===== src/rtl/ps2_tx_if.sv =====
// rtl/ps2_tx_if.sv - request/status bundle between a host and the PS/2 transmitter
interface ps2_tx_if;
  logic       wen;
  logic [7:0] wdata;
  logic       busy;
  logic       done;
  logic       err;

  modport master (output wen, output wdata, input busy, input done, input err);
  modport slave  (input wen, input wdata, output busy, output done, output err);
endinterface


===== src/rtl/ps2_tx.sv =====
// rtl/ps2_tx.sv - host-to-device PS/2 command byte transmitter driving open-drain output enables
module ps2_tx #(
  parameter int unsigned INHIBIT_CYCLES = 12000,
  parameter int unsigned SETUP_CYCLES   = 200,
  parameter int unsigned TIMEOUT_CYCLES = 1500000
) (
  input  logic    clk,
  input  logic    reset,
  ps2_tx_if.slave bus,
  input  logic    ps2_clk_in,
  input  logic    ps2_data_in,
  output logic    ps2_clk_oe,
  output logic    ps2_data_oe
);

  localparam int unsigned PH_MAX = (INHIBIT_CYCLES > SETUP_CYCLES) ? INHIBIT_CYCLES : SETUP_CYCLES;
  localparam int CW = $clog2(PH_MAX + 1);
  localparam int TW = $clog2(TIMEOUT_CYCLES + 1);
  localparam logic [CW-1:0] INH_LAST   = CW'(INHIBIT_CYCLES - 1);
  localparam logic [CW-1:0] SETUP_LAST = CW'(SETUP_CYCLES - 1);
  localparam logic [CW-1:0] CNT_SAT    = CW'(PH_MAX);
  localparam logic [TW-1:0] TO_LAST    = TW'(TIMEOUT_CYCLES - 1);
  localparam logic [TW-1:0] TO_SAT     = TW'(TIMEOUT_CYCLES);

  typedef enum logic [2:0] {
    S_IDLE,
    S_INHIBIT,
    S_REQ,
    S_SEND,
    S_ACK,
    S_WAIT_IDLE
  } state_t;

  state_t      r_state;
  logic        r_clk_s1, r_clk_s2, r_clk_prev;
  logic        r_data_s1, r_data_s2;
  logic [9:0]  r_frame;
  logic [3:0]  r_bit_cnt;
  logic [CW-1:0] r_cnt;
  logic [TW-1:0] r_to;
  logic        r_busy, r_done, r_err, r_clk_oe, r_data_oe;

  logic w_fall, w_accept, w_to_active, w_to_hit;

  assign w_fall      = r_clk_prev & ~r_clk_s2;
  assign w_accept    = (r_state == S_IDLE) && bus.wen && !r_busy;
  assign w_to_active = (r_state == S_SEND) || (r_state == S_ACK) || (r_state == S_WAIT_IDLE);
  assign w_to_hit    = w_to_active && (r_to == TO_LAST);

  assign bus.busy    = r_busy;
  assign bus.done    = r_done;
  assign bus.err     = r_err;
  assign ps2_clk_oe  = r_clk_oe;
  assign ps2_data_oe = r_data_oe;

  // Idle lines are high, so the synchronisers reset high to avoid a phantom fall.
  always_ff @(posedge clk or negedge reset) begin
    if (!reset) begin
      r_clk_s1   <= 1'b1;
      r_clk_s2   <= 1'b1;
      r_clk_prev <= 1'b1;
      r_data_s1  <= 1'b1;
      r_data_s2  <= 1'b1;
    end else begin
      r_clk_s1   <= ps2_clk_in;
      r_clk_s2   <= r_clk_s1;
      r_clk_prev <= r_clk_s2;
      r_data_s1  <= ps2_data_in;
      r_data_s2  <= r_data_s1;
    end
  end

  always_ff @(posedge clk or negedge reset) begin
    if (!reset) begin
      r_state   <= S_IDLE;
      r_frame   <= '0;
      r_bit_cnt <= '0;
      r_cnt     <= '0;
      r_to      <= '0;
      r_busy    <= 1'b0;
      r_done    <= 1'b0;
      r_err     <= 1'b0;
      r_clk_oe  <= 1'b0;
      r_data_oe <= 1'b0;
    end else begin
      r_done <= 1'b0;
      r_err  <= 1'b0;

      if (w_to_hit) begin
        r_err     <= 1'b1;
        r_clk_oe  <= 1'b0;
        r_data_oe <= 1'b0;
        r_busy    <= 1'b0;
        r_state   <= S_IDLE;
      end else begin
        if (w_to_active && (r_to != TO_SAT)) begin
          r_to <= r_to + 1'b1;
        end

        unique case (r_state)
          S_IDLE: begin
            r_clk_oe  <= 1'b0;
            r_data_oe <= 1'b0;
            if (w_accept) begin
              r_frame  <= {1'b1, ~^bus.wdata, bus.wdata};
              r_cnt    <= '0;
              r_busy   <= 1'b1;
              r_clk_oe <= 1'b1;
              r_state  <= S_INHIBIT;
            end
          end

          S_INHIBIT: begin
            r_clk_oe  <= 1'b1;
            r_data_oe <= 1'b0;
            if (r_cnt == INH_LAST) begin
              r_cnt     <= '0;
              r_data_oe <= 1'b1;
              r_state   <= S_REQ;
            end else if (r_cnt != CNT_SAT) begin
              r_cnt <= r_cnt + 1'b1;
            end
          end

          S_REQ: begin
            r_data_oe <= 1'b1;
            if (r_cnt == SETUP_LAST) begin
              r_clk_oe  <= 1'b0;
              r_bit_cnt <= '0;
              r_to      <= '0;
              r_state   <= S_SEND;
            end else if (r_cnt != CNT_SAT) begin
              r_cnt <= r_cnt + 1'b1;
            end
          end

          // The tenth fall puts the stop bit out; the ack is taken on the eleventh.
          S_SEND: begin
            r_clk_oe <= 1'b0;
            if (w_fall && (r_bit_cnt <= 4'd9)) begin
              r_data_oe <= ~r_frame[r_bit_cnt];
              r_bit_cnt <= r_bit_cnt + 1'b1;
              if (r_bit_cnt == 4'd9) begin
                r_state <= S_ACK;
              end
            end
          end

          S_ACK: begin
            if (w_fall) begin
              if (!r_data_s2) begin
                r_state <= S_WAIT_IDLE;
              end else begin
                r_err     <= 1'b1;
                r_clk_oe  <= 1'b0;
                r_data_oe <= 1'b0;
                r_busy    <= 1'b0;
                r_state   <= S_IDLE;
              end
            end
          end

          S_WAIT_IDLE: begin
            if (r_clk_s2 && r_data_s2) begin
              r_done    <= 1'b1;
              r_clk_oe  <= 1'b0;
              r_data_oe <= 1'b0;
              r_busy    <= 1'b0;
              r_state   <= S_IDLE;
            end
          end

          default: begin
            r_clk_oe  <= 1'b0;
            r_data_oe <= 1'b0;
            r_busy    <= 1'b0;
            r_state   <= S_IDLE;
          end
        endcase
      end
    end
  end

endmodule


===== src/flat_wrapper.sv =====
// flat-port wrapper written by rule: the top's interface ports become plain ports
module ps2_tx_flat 
#(
  parameter int unsigned INHIBIT_CYCLES = 12000,
  parameter int unsigned SETUP_CYCLES   = 200,
  parameter int unsigned TIMEOUT_CYCLES = 1500000
)
  (clk, reset, ps2_clk_in, ps2_data_in, ps2_clk_oe, ps2_data_oe, bus_wen, bus_wdata, bus_busy, bus_done, bus_err);
  ps2_tx_if bus_i ();
  input  logic clk;
  input  logic reset;
  input  logic ps2_clk_in;
  input  logic ps2_data_in;
  output logic ps2_clk_oe;
  output logic ps2_data_oe;
  input wire logic [$bits(bus_i.wen)-1:0] bus_wen;
  input wire logic [$bits(bus_i.wdata)-1:0] bus_wdata;
  output wire logic [$bits(bus_i.busy)-1:0] bus_busy;
  output wire logic [$bits(bus_i.done)-1:0] bus_done;
  output wire logic [$bits(bus_i.err)-1:0] bus_err;
  assign bus_i.wen = bus_wen;
  assign bus_i.wdata = bus_wdata;
  assign bus_busy = bus_i.busy;
  assign bus_done = bus_i.done;
  assign bus_err = bus_i.err;
  ps2_tx #(.INHIBIT_CYCLES(INHIBIT_CYCLES), .SETUP_CYCLES(SETUP_CYCLES), .TIMEOUT_CYCLES(TIMEOUT_CYCLES)) u_core (.clk(clk), .reset(reset), .bus(bus_i), .ps2_clk_in(ps2_clk_in), .ps2_data_in(ps2_data_in), .ps2_clk_oe(ps2_clk_oe), .ps2_data_oe(ps2_data_oe));
endmodule

===== config.mk =====
export PLATFORM = sky130hd
export DESIGN_NAME = ps2_tx_flat
export DESIGN_NICKNAME = d
export VERILOG_FILES = /design/src/rtl/ps2_tx_if.sv /design/src/rtl/ps2_tx.sv /design/src/flat_wrapper.sv
export SDC_FILE = /design/constraint.sdc
export NUM_CORES = 1
export LEC_CHECK = 0
export CORE_ASPECT_RATIO = 1.75
export CORE_UTILIZATION = 60
export CTS_BUF_LIST = sky130_fd_sc_hd__clkbuf_8
export DETAILED_ROUTE_END_ITERATION = 8
export GPL_ROUTABILITY_DRIVEN = 0
export PLACE_DENSITY = 0.91
export SYNTH_ARGS = -nofsm -noshare
export SYNTH_HDL_FRONTEND = slang
export SYNTH_SLANG_ARGS = --single-unit

===== constraint.sdc =====
create_clock -name clk -period 6.34 [get_ports clk]
set_input_delay 1.268 -clock clk [delete_from_list [all_inputs] [get_ports clk]]
set_output_delay 1.268 -clock clk [all_outputs]
set_load 0.1 [all_outputs]

==> run_1/met1.png <==
Scale bar: 20 microns.
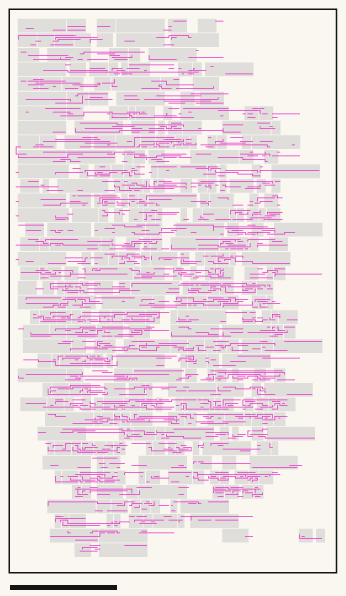
main direction: horizontal
share of all routed wire: 39%
routed vias: 2976
Global Route met1 Usage: 0.322
Post-Route WL: 8.16 mm

==> run_1/met2.png <==
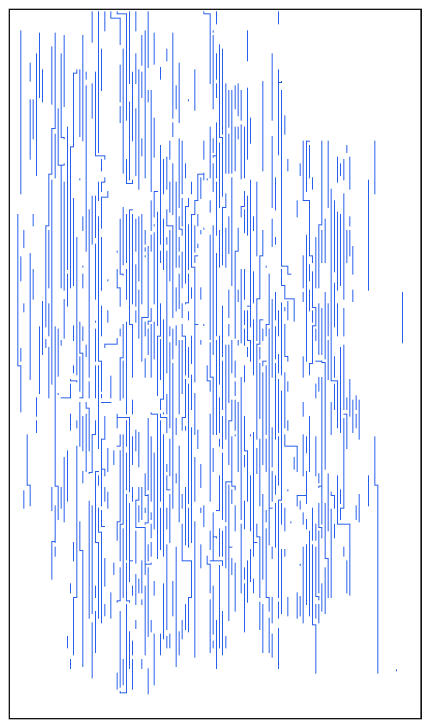
longest straight run: 32.0 microns
share of all routed wire: 54%
wire length on this layer: 4380 microns
main direction: vertical

==> run_1/met3.png <==
Scale bar: 20 microns.
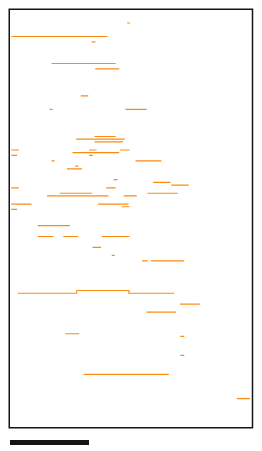
longest straight run: 23.9 microns
wire length on this layer: 281 microns
share of all routed wire: 3.4%

==> impl_metrics.csv, run 1 <==
group,metric,value,unit
setup_path,reg2reg_depth,5,
final_layout,flops,62,
pwr,clkPwrFrac,0.423,
final_layout,clkbuf_count,10,
clock_network,clockRootBuffer,"clkbuf_8",
setup_path,crit_type,"reg2out",
global_route,grt_antenna_before_repair,0,
placement,place.detailed.hpwl,5.53,mm
final_timing,tightest_slew,1.01,ns
setup_path,crit_path_max_fanout,5,
final_timing,finalSetupViolCount,0,
setup_path,crit_path_max_incr_delay,1.16,ns
pwr,maxPowerGroup,"registers",
setup_path,crit_end,"bus_busy",
final_layout,clkCellAreaFrac,0.0440,
routing,drt_pass1_iterations,4,
job,max-cap-violations,0,
clock_network,hold_buffers,0,
final_layout,sh_comb_area,0.484,
job,warning_count,31,
routing,highest_layer,"met4",
final_timing,report.final.slew_viol_count,0,
placement,dpl_cell_area,3810,sq um
final_timing,period_needed,3.19,ns
global_route,grt.busiest_layer,"met2",
routing,routed-wl-met3,280,microns
synth,ys.flops,62,
setup_path,critPathCaptureType,"output port",
final_layout,diodes,0,
final_timing,hold_violations,0,
floorplan,dieArea,6380,sq um
run_status,outcome,"complete, no violations",
final_timing,hold_slack,0.356,ns
synth,synth.distinct_cells,62,
placement,dp_cells,449,
setup_path,cp-start-kind,"flip-flop",
synth,synth_area_leader_cell,"dfrtp_1",
synth,simple_gate_area_frac,0.252,
hold_path,hold_path.startpoint,"u_core.r_clk_s1$_DFF_PN1_",
setup_path,crit_slowest_cell,"clkdlybuf4s50_1",
pwr,p_int,0.000560,W
final_timing,timing.final.crit_share,0.504,
clock_network,clkSinkCount,62,
setup_path,crit_arrival,1.93,ns
setup_path,crit_cells,1,
synth,syn_nets,394,
final_layout,finalInstanceArea,3980,sq um
final_layout,logic_gate_count,277,
routing,wire_per_inst,17.5,microns
floorplan,die_w,60.8,microns
clock_network,clkLatencyLatePin,0.36,ns
routing,drc,0,
final_layout,nNonClkBuffers,18,
synth,yosys-stat-cells,374,
final_layout,utilization,0.678,
final_layout,nFillCells,442,
final_timing,rsz0062_at_grt,"false",
pwr,clk-power,0.000312,W
pwr,p_per_area,185,nW/um^2
setup_path,crit_chain,"clkdlybuf4s50_1",
final_layout,bufAreaShareNonClock,0.0433,
clock_network,clk_pin_slew,0.07,ns
synth,synth_top_cell_by_count,"dfrtp_1",
hold_path,hold_class,"reg2reg",
final_layout,seq_share,0.391,
setup_path,cp_data_required_time,5.07,ns
pwr,ir_drop,0.000162,V
synth,common_cells,"57 x dfrtp_1, 29 x nand2_1, 27 x nand3_1",
final_timing,fmax,0.313,GHz
final_layout,reg_top3,"u_core.r_to (21), u_core.r_cnt (14), u_core.r_frame (10)",
global_route,grt_pass1_wl,13.3,mm
final_layout,area_growth,9.68,%
clock_network,clk_path_buf_depth,2,
floorplan,core_area,5880,sq um
synth,netlist_area,3630,sq um
pwr,p_sw_frac,0.241,
floorplan,num_rows,37,
placement,post-place-ws,3.03,ns
routing,wl_met2,4.38,mm
synth,area_leaders,"dfrtp_1 39%, nand3_1 3.7%, dfstp_2 3.6%",
final_timing,maxSlewHeadroom,0.324,
final_layout,dominant_cells,"logic gates",
routing,met1Wirelength,3.17,mm
placement,io_buffers,17,
pwr,seq_power_share,0.541,
final_layout,logic_area,1930,sq um
setup_path,startpoint,"u_core.bus.busy$_DFFE_PN0P_",
synth,ys_chip_area,3630,sq um
routing,drt_iter0_drc,153,
global_route,met3_usage,0.0693,
synth,synth_cells,374,
pwr,power_frac_comb,0.036,
synth,synth.cellmix.adderShare,0.0241,
final_timing,fin_setup_tns,0,ns
final_layout,drive_gt1_frac,0.109,
setup_path,r2r-start,"u_core.r_state[2]$_DFFE_PN0P_",
synth,synth_area_per_cell,9.71,sq um
global_route,grt_pass1_vias,2972,
synth,xor_share,0.0410,
synth,async_flop_share,1.00,
final_layout,largest_reg_flops,21,
routing,vias_per_cell,6.40,
pwr,pg_seq,0.000400,W
synth,yosysTopAreaCellShare,0.393,
synth,logic_family,"simple AND/OR/NAND/NOR gates",
synth,postSynthSeqShare,0.429,
clock_network,cts_made_buffers,9,
floorplan,io_pins,18,
global_route,grt_start_max_net_pins,63,
synth,muxShareOfSynthArea,0.0734,
pwr,power.switching,0.000178,W
setup_path,regToRegEndpoint,"u_core.r_cnt[10]$_DFFE_PN0P_",
floorplan,initial_core_util,0.618,
setup_path,cp_num_buf_inv,1,
clock_network,cts_resized,0,
pwr,pg_comb,0.0000264,W
setup_path,cp_top_family,"buffers and inverters",
synth,edf_count,0,
final_layout,regMostFlops,"u_core.r_to",
routing,final_antenna_net_count,0,
synth,synthAoiAreaFrac,0.141,
final_layout,layout.cells.non_filler,465,
floorplan,n_tap_cell,78,
global_route,grt_overflow,0,
setup_path,rrSetupSlack,3.47,ns
global_route,grtUsageTotal,0.281,
final_timing,setup_slack,3.15,ns
synth,synth-main-ff-cell,"dfrtp_1",
final_layout,inverters_excl_clock,14,
final_layout,area.sequential,1560,sq um
global_route,grt_use_met2,0.457,
hold_path,whs_path_depth,0,
pwr,power,0.000738,W
-- run 1: cell families after synthesis --
group | after synthesis
AOI/OAI and AO/OA | 70
xor gates and xnor gates | 17
adders and majority gates | 7
buffers and inverters | 35
DFF | 62
muxes | 23
and+or+nand+nor | 160
-- run 1: placed cells by master, fill, tap and decap left out, types with 4 or more instances in the layout --
cell	instances
dfrtp_1	57
nand2_1	29
nand3_1	27
nor2_1	18
a21oi_1	16
clkdlybuf4s50_1	16
inv_1	14
nand4_1	14
nand2b_1	12
mux2i_1	12
o21ai_0	12
xnor2_1	10
clkbuf_8	10
nor4_1	9
o31ai_1	9
mux2_2	9
and3_1	8
or4_1	8
nor3_1	7
xor2_1	7
ha_1	7
dfstp_2	5
nor2b_1	4
==> run_1/met4.png <==
Scale bar: 20 microns.
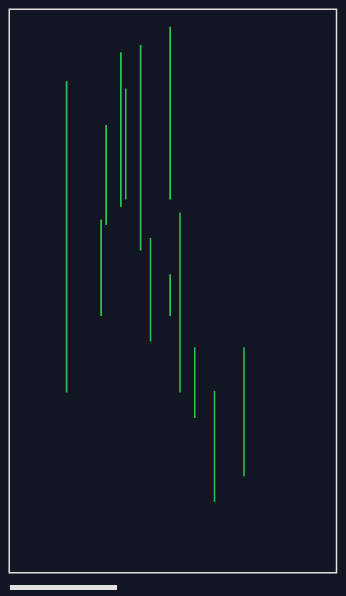

## Run 2: what changed since run 1
- CORE_UTILIZATION: 60 -> 56
- PLACE_DENSITY: 0.91 -> 0.89
- clock period: 6.34 -> 2.6 ns (I/O delays scaled with it)
==> run_2/met4.png <==
Scale bar: 20 microns.
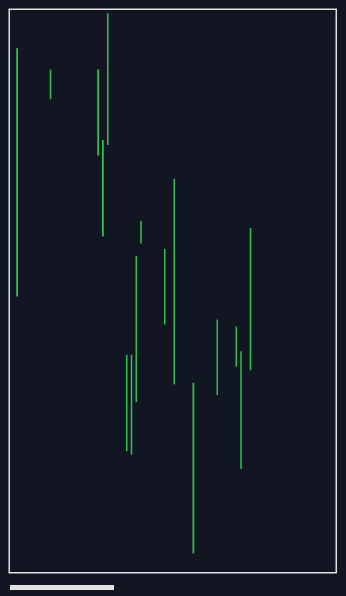
longest straight run: 47.6 microns
main direction: vertical
nets with wire on the layer: 14
share of all routed wire: 4.1%
wire length on this layer: 340 microns
routed vias: 3007
Post-Route WL: 8.25 mm

==> run_2/met1.png <==
Scale bar: 20 microns.
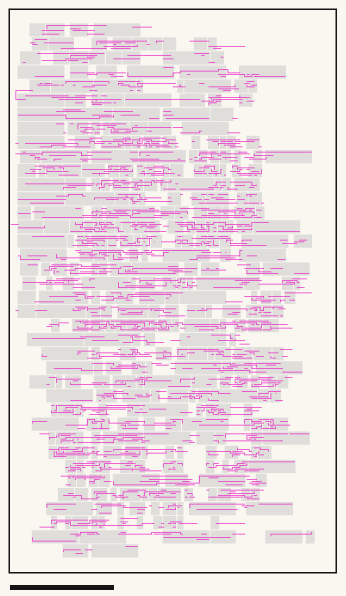
share of all routed wire: 39%
main direction: horizontal
wire length on this layer: 3210 microns
longest straight run: 15.2 microns

==> run 2 against run 1 <==
Routed wire length increased by 1.1%. Die area is 7.0% higher. Sequential share of layout area is 0.79 points lower. Critical path depth is 4 higher. Design area rose by 2.1%. Combinational power grew to 2.5 times the previous value. Worst setup slack worse by 2.9 ns. Non-clock buffer count grew 7. Clock-buffer cell count grew 1. Critical path type is now reg2reg.
==> impl_metrics.csv, run 2 <==
group,metric,value,unit
run_status,outcome,"complete, no violations",
hold_path,hold_class,"in2async",
setup_path,startpoint,"u_core.r_cnt[3]$_DFFE_PN0P_",
job,max-cap-violations,0,
final_layout,final_nets,409,
final_timing,fmax,0.420,GHz
final_layout,layout.cells.non_filler,474,
synth,synth_top_cell_by_count,"dfrtp_1",
floorplan,die_h,109,microns
pwr,ir_drop,0.000501,V
pwr,p_sw_frac,0.216,
final_layout,logic_gate_count,277,
final_timing,timing.final.crit_share,0.916,
synth,synth-main-ff-cell,"dfrtp_1",
routing,drt_iter0_drc,169,
setup_path,crit_type,"reg2reg",
synth,synth_area_leader_cell,"dfrtp_1",
synth,synth.cellmix.adderShare,0.0241,
final_layout,clkbuf_count,11,
clock_network,cts_tree,"built",
clock_network,hold_buffers,0,
pwr,clk-power,0.000859,W
final_timing,report.final.slew_viol_count,0,
synth,yosys-stat-cells,374,
final_layout,diodes,0,
synth,area_leaders,"dfrtp_1 39%, nand3_1 3.7%, dfstp_2 3.6%",
setup_path,crit_arrival,2.66,ns
global_route,grt_antenna_before_repair,0,
clock_network,cts_setup_buffers,0,
synth,edf_count,0,
clock_network,cts_made_buffers,9,
synth,common_cells,"57 x dfrtp_1, 29 x nand2_1, 27 x nand3_1",
floorplan,initial_core_util,0.583,
final_timing,finalSetupViolCount,0,
synth,simple_gate_area_frac,0.252,
synth,postSynthSeqShare,0.429,
pwr,seq_power_share,0.513,
pwr,p_per_area,468,nW/um^2
clock_network,clkLatencyLatePin,0.36,ns
final_layout,clkCellAreaFrac,0.0495,
synth,muxShareOfSynthArea,0.0734,
setup_path,regToRegEndpoint,"u_core.r_cnt[2]$_DFFE_PN0P_",
global_route,grt_start_max_net_pins,63,
synth,ys_chip_area,3630,sq um
final_timing,fin_setup_tns,0,ns
floorplan,num_rows,38,
setup_path,rrSetupSlack,0.22,ns
final_layout,logic_area,1930,sq um
clock_network,clockRootBuffer,"clkbuf_8",
floorplan,die_w,62.9,microns
clock_network,clkSinkCount,62,
routing,final_antenna_net_count,0,
placement,place.detailed.hpwl,5.61,mm
placement,io_buffers,17,
final_timing,hold_violations,0,
setup_path,reg2reg_depth,5,
pwr,pg_comb,0.0000669,W
final_timing,setup_slack,0.218,ns
setup_path,r2r-start,"u_core.r_cnt[3]$_DFFE_PN0P_",
floorplan,io_pins,18,
synth,async_flop_share,1.00,
final_timing,hold_slack,0.158,ns
final_timing,tightest_slew,0.733,ns
routing,drt_pass1_iterations,5,
pwr,maxPowerGroup,"registers",
final_layout,dominant_cells,"logic gates",
routing,highest_layer,"met4",
synth,ys.flops,62,
global_route,grt_overflow,0,
global_route,grt_pass1_vias,2996,
global_route,grt_pass1_wl,13.7,mm
clock_network,cts_htree_levels,3,
final_layout,largest_reg_flops,21,
synth,netlist_area,3630,sq um
routing,wl_met2,4.36,mm
final_layout,layout.cells.most_common_list,"57 x dfrtp_1, 29 x nand2_1, 27 x nand3_1",
synth,synth-warning-count,0,
final_timing,period_needed,2.38,ns
pwr,clkPwrFrac,0.452,
synth,synth.distinct_cells,62,
final_layout,layout_top_cell,"dfrtp_1",
pwr,p_int,0.00149,W
synth,logic_family,"simple AND/OR/NAND/NOR gates",
final_timing,maxSlewHeadroom,0.512,
routing,vias_per_cell,6.34,
synth,syn_nets,394,
routing,met1Wirelength,3.21,mm
setup_path,critPathCaptureType,"flip-flop",
final_layout,inverters_excl_clock,14,
final_layout,area_growth,12.0,%
setup_path,crit_end,"u_core.r_cnt[2]$_DFFE_PN0P_",
pwr,cellLeakagePower,1.75,nW
clock_network,clk_pin_slew,0.07,ns
clock_network,clk_path_buf_depth,2,
final_layout,nFillCells,476,
final_layout,flops,62,
routing,routed-wl-met3,340,microns
job,warning_count,30,
final_layout,sh_comb_area,0.474,
final_layout,drive_gt1_frac,0.135,
final_layout,reg_top3,"u_core.r_to (21), u_core.r_cnt (14), u_core.r_frame (10)",
synth,yosysTopAreaCellShare,0.393,
pwr,power_frac_comb,0.035,
final_layout,nNonClkBuffers,25,
setup_path,cp-start-kind,"flip-flop",
synth,synth_area_per_cell,9.71,sq um
pwr,pg_seq,0.000975,W
final_timing,rsz0062_at_grt,"false",
floorplan,n_tap_cell,80,
pwr,power.switching,0.000412,W
setup_path,cp_data_required_time,2.88,ns
routing,wire_per_inst,17.4,microns
final_layout,area.sequential,1560,sq um
routing,drc,0,
floorplan,core_area,6230,sq um
final_layout,seq_share,0.383,
global_route,grtUsageTotal,0.265,
final_layout,bufAreaShareNonClock,0.0554,
final_timing,worst_clock_skew,0.0138,ns
synth,synth_cells,374,
final_layout,regMostFlops,"u_core.r_to",
synth,xor_share,0.0410,
placement,dp_cells,458,
floorplan,dieArea,6830,sq um
pwr,power,0.00190,W
synth,synthAoiAreaFrac,0.141,
placement,post-place-ws,0.215,ns
setup_path,crit_path_max_fanout,12,
==> run 2: cell counts after synthesis <==
Identical to the previous run, type by type.
==> run 2: worst max-delay path, cell delays in order (launching register included) <==
cell and delay, ns:
dfrtp_1 0.45, nand4bb_1 0.36, or4_1 0.80, and2_1 0.33, a31o_1 0.24, a21oi_1 0.13
==> run 2: metrics by stage <==
stage	cell area (sq um)	util
after floorplan	3630	-
final	4070	0.653
after global placement	3860	0.620
after global routing	4070	0.653
after detailed placement	3860	0.620
after CTS	4070	0.653
==> run 2: timing repair <==
action | CTS | global route
endpoints found under the setup margin | 0 | 2
resized | 0 | 1
hold endpoints to repair | 0 | 0
==> run 2: metal layers <==
layer / track usage / vias up
met1: 0.283 / 1463
li1: - / 1426
met3: 0.0717 / 34
met4: 0.181 / 0
met2: 0.452 / 84
met5: 0 / -
==> run_2/met3.png <==
Scale bar: 20 microns.
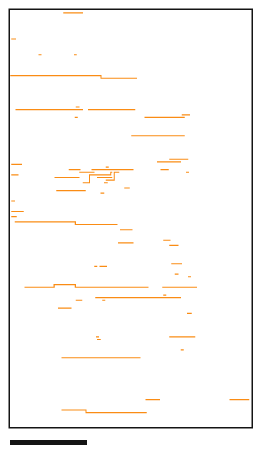

## Run 3: what changed since run 2
- CORE_ASPECT_RATIO: 1.75 -> unset
==> run_3/met3.png <==
Scale bar: 20 microns.
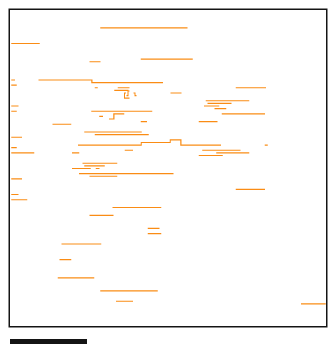
GR met3 Demand/Resource: 0.0527
Post-Route WL: 7.94 mm
routed vias: 3019

==> run_3/met2.png <==
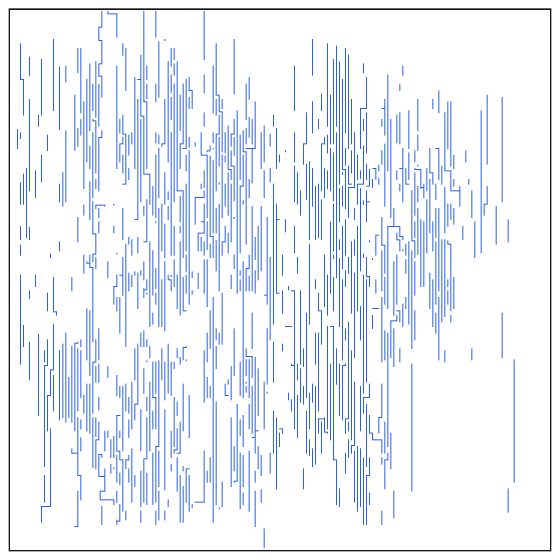
met2 Use GR: 0.429

==> run 3 against run 2 <==
Utilization is 1.5 points higher. Die area is 0.19% lower. Sequential share of layout area hardly changed. Clock power is 4.0% lower. Critical path depth is 2 higher. Flip-flop count stayed put. Via count is 0.40% higher. Global-route usage is 0.38 points higher. Worst setup slack worse by 0.029 ns. Total power is 1.7% lower. Synthesized cell count stayed put. Largest cell class unchanged. Largest power group unchanged. Highest routed layer unchanged.
==> impl_metrics.csv, run 3 <==
group,metric,value,unit
setup_path,crit_end,"u_core.r_cnt[3]$_DFFE_PN0P_",
pwr,p_int,0.00146,W
final_timing,tightest_slew,0.742,ns
final_timing,finalSetupViolCount,0,
final_layout,layout.cells.most_common_list,"57 x dfrtp_1, 29 x nand2_1, 27 x nand3_1",
setup_path,regToRegEndpoint,"u_core.r_cnt[3]$_DFFE_PN0P_",
final_timing,fin_setup_tns,0,ns
routing,drt_pass1_iterations,5,
clock_network,cts_setup_buffers,0,
routing,drc,0,
floorplan,die_w,82.5,microns
setup_path,crit_type,"reg2reg",
synth,xor_share,0.0410,
global_route,grt_overflow,0,
synth,muxShareOfSynthArea,0.0734,
setup_path,crit_chain,"ha_1, nand4_1, nor3b_1, and3_1, nor4_2, buf_4, a21oi_1",
floorplan,dieArea,6810,sq um
final_timing,maxSlewHeadroom,0.505,
floorplan,num_rows,28,
global_route,grt.busiest_layer,"met2",
synth,synth_area_per_cell,9.71,sq um
placement,io_buffers,17,
pwr,seq_power_share,0.522,
synth,yosys-stat-cells,374,
floorplan,io_pins,18,
synth,syn_nets,394,
final_timing,timing.final.crit_share,0.927,
global_route,grt_pass1_wl,13.7,mm
synth,common_cells,"57 x dfrtp_1, 29 x nand2_1, 27 x nand3_1",
final_layout,regMostFlops,"u_core.r_to",
final_layout,reg_top3,"u_core.r_to (21), u_core.r_cnt (14), u_core.r_frame (10)",
synth,yosysTopAreaCellShare,0.393,
setup_path,crit_path_max_incr_delay,0.58,ns
pwr,ir_drop,0.000325,V
setup_path,reg2reg_depth,7,
final_timing,hold_violations,0,
pwr,p_per_area,459,nW/um^2
routing,final_antenna_net_count,0,
synth,postSynthSeqShare,0.429,
setup_path,crit_slowest_cell,"and3_1",
floorplan,core_area,6100,sq um
job,warning_count,30,
setup_path,critPathCaptureType,"flip-flop",
final_timing,period_needed,2.41,ns
pwr,clkPwrFrac,0.441,
synth,synth_cells,374,
final_layout,drive_gt1_frac,0.139,
floorplan,initial_core_util,0.596,
placement,place.detailed.hpwl,5.47,mm
final_layout,area_growth,12.0,%
setup_path,cp_data_required_time,2.86,ns
placement,dp_cells,456,
job,max-cap-violations,0,
setup_path,cp-start-kind,"flip-flop",
routing,drt_iter0_drc,188,
synth,netlist_area,3630,sq um
hold_path,hold_class,"in2async",
pwr,power.switching,0.000408,W
clock_network,cts_resized,0,
clock_network,clkSinkCount,62,
clock_network,clockRootBuffer,"clkbuf_8",
pwr,p_sw_frac,0.218,
routing,highest_layer,"met4",
global_route,grt_pass1_vias,2917,
routing,routed-wl-met3,414,microns
global_route,grt_start_max_net_pins,31,
setup_path,crit_cells,7,
synth,synth.distinct_cells,62,
routing,met1Wirelength,3.54,mm
pwr,power_frac_comb,0.037,
global_route,grt_antenna_before_repair,0,
routing,vias_per_cell,6.41,
synth,synth_top_cell_by_count,"dfrtp_1",
run_status,outcome,"complete, no violations",
routing,wire_per_inst,16.9,microns
setup_path,rrSetupSlack,0.19,ns
pwr,power,0.00187,W
synth,synth-main-ff-cell,"dfrtp_1",
routing,wl_met2,3.89,mm
synth,simple_gate_area_frac,0.252,
global_route,grt.met1_usage,0.359,
final_timing,worst_clock_skew,0.00664,ns
clock_network,cts_made_buffers,9,
setup_path,startpoint,"u_core.r_to[1]$_DFFE_PN0P_",
final_layout,final_nets,412,
clock_network,clkLatencyLatePin,0.34,ns
synth,synth-warning-count,0,
synth,edf_count,0,
setup_path,crit_arrival,2.67,ns
final_layout,diodes,0,
setup_path,cp_num_buf_inv,1,
synth,synthAoiAreaFrac,0.141,
final_timing,hold_slack,0.127,ns
synth,logic_family,"simple AND/OR/NAND/NOR gates",
clock_network,cts_tree,"built",
clock_network,clk_pin_slew,0.07,ns
synth,ys_chip_area,3630,sq um
synth,async_flop_share,1.00,
clock_network,hold_buffers,0,
setup_path,r2r-start,"u_core.r_to[1]$_DFFE_PN0P_",
final_timing,setup_slack,0.189,ns
synth,synth_area_leader_cell,"dfrtp_1",
final_layout,finalInstanceArea,4070,sq um
final_layout,utilization,0.667,
final_timing,report.final.slew_viol_count,0,
synth,ys.flops,62,
placement,dpl_cell_area,3880,sq um
final_layout,layout.cells.non_filler,471,
placement,post-place-ws,0.228,ns
final_layout,largest_reg_flops,21,
synth,synth.cellmix.adderShare,0.0241,
global_route,grtUsageTotal,0.269,
clock_network,clk_path_buf_depth,2,
clock_network,cts_htree_levels,3,
synth,area_leaders,"dfrtp_1 39%, nand3_1 3.7%, dfstp_2 3.6%",
floorplan,die_h,82.5,microns
final_layout,layout_top_cell,"dfrtp_1",
final_timing,fmax,0.415,GHz
final_timing,rsz0062_at_grt,"false",
pwr,cellLeakagePower,1.76,nW
setup_path,cp_top_family,"simple AND/OR/NAND/NOR gates",
setup_path,crit_path_max_fanout,13,
-- run 3: layout make-up --
| class | count | area [sq um] |
|---|---|---|
| Multi-Input combinational cell | 277 | 1930 |
| Sequential cell | 62 | 1560 |
| Clock inverter | 5 | 51.3 |
| Fill cell | 475 | 2030 |
| Tap cell | 75 | 93.8 |
| Timing Repair Buffer | 28 | 248 |
| Inverter | 14 | 52.6 |
| Clock buffer | 10 | 138 |
-- run 3: power by group through the flow --
stage	Combinational [W]	Clock, W	Sequential [W]
finish	0.0000689	0.000825	0.000975
global route	0.0000773	0.000880	0.000975
CTS	0.0000703	0.000844	0.000975
detailed placement	0.0000685	0	0.000992
global placement	0.0000661	0	0.000992
floorplan	0.0000208	0	0.000992
No activity file was given, so power comes from the tool's default toggle rates.
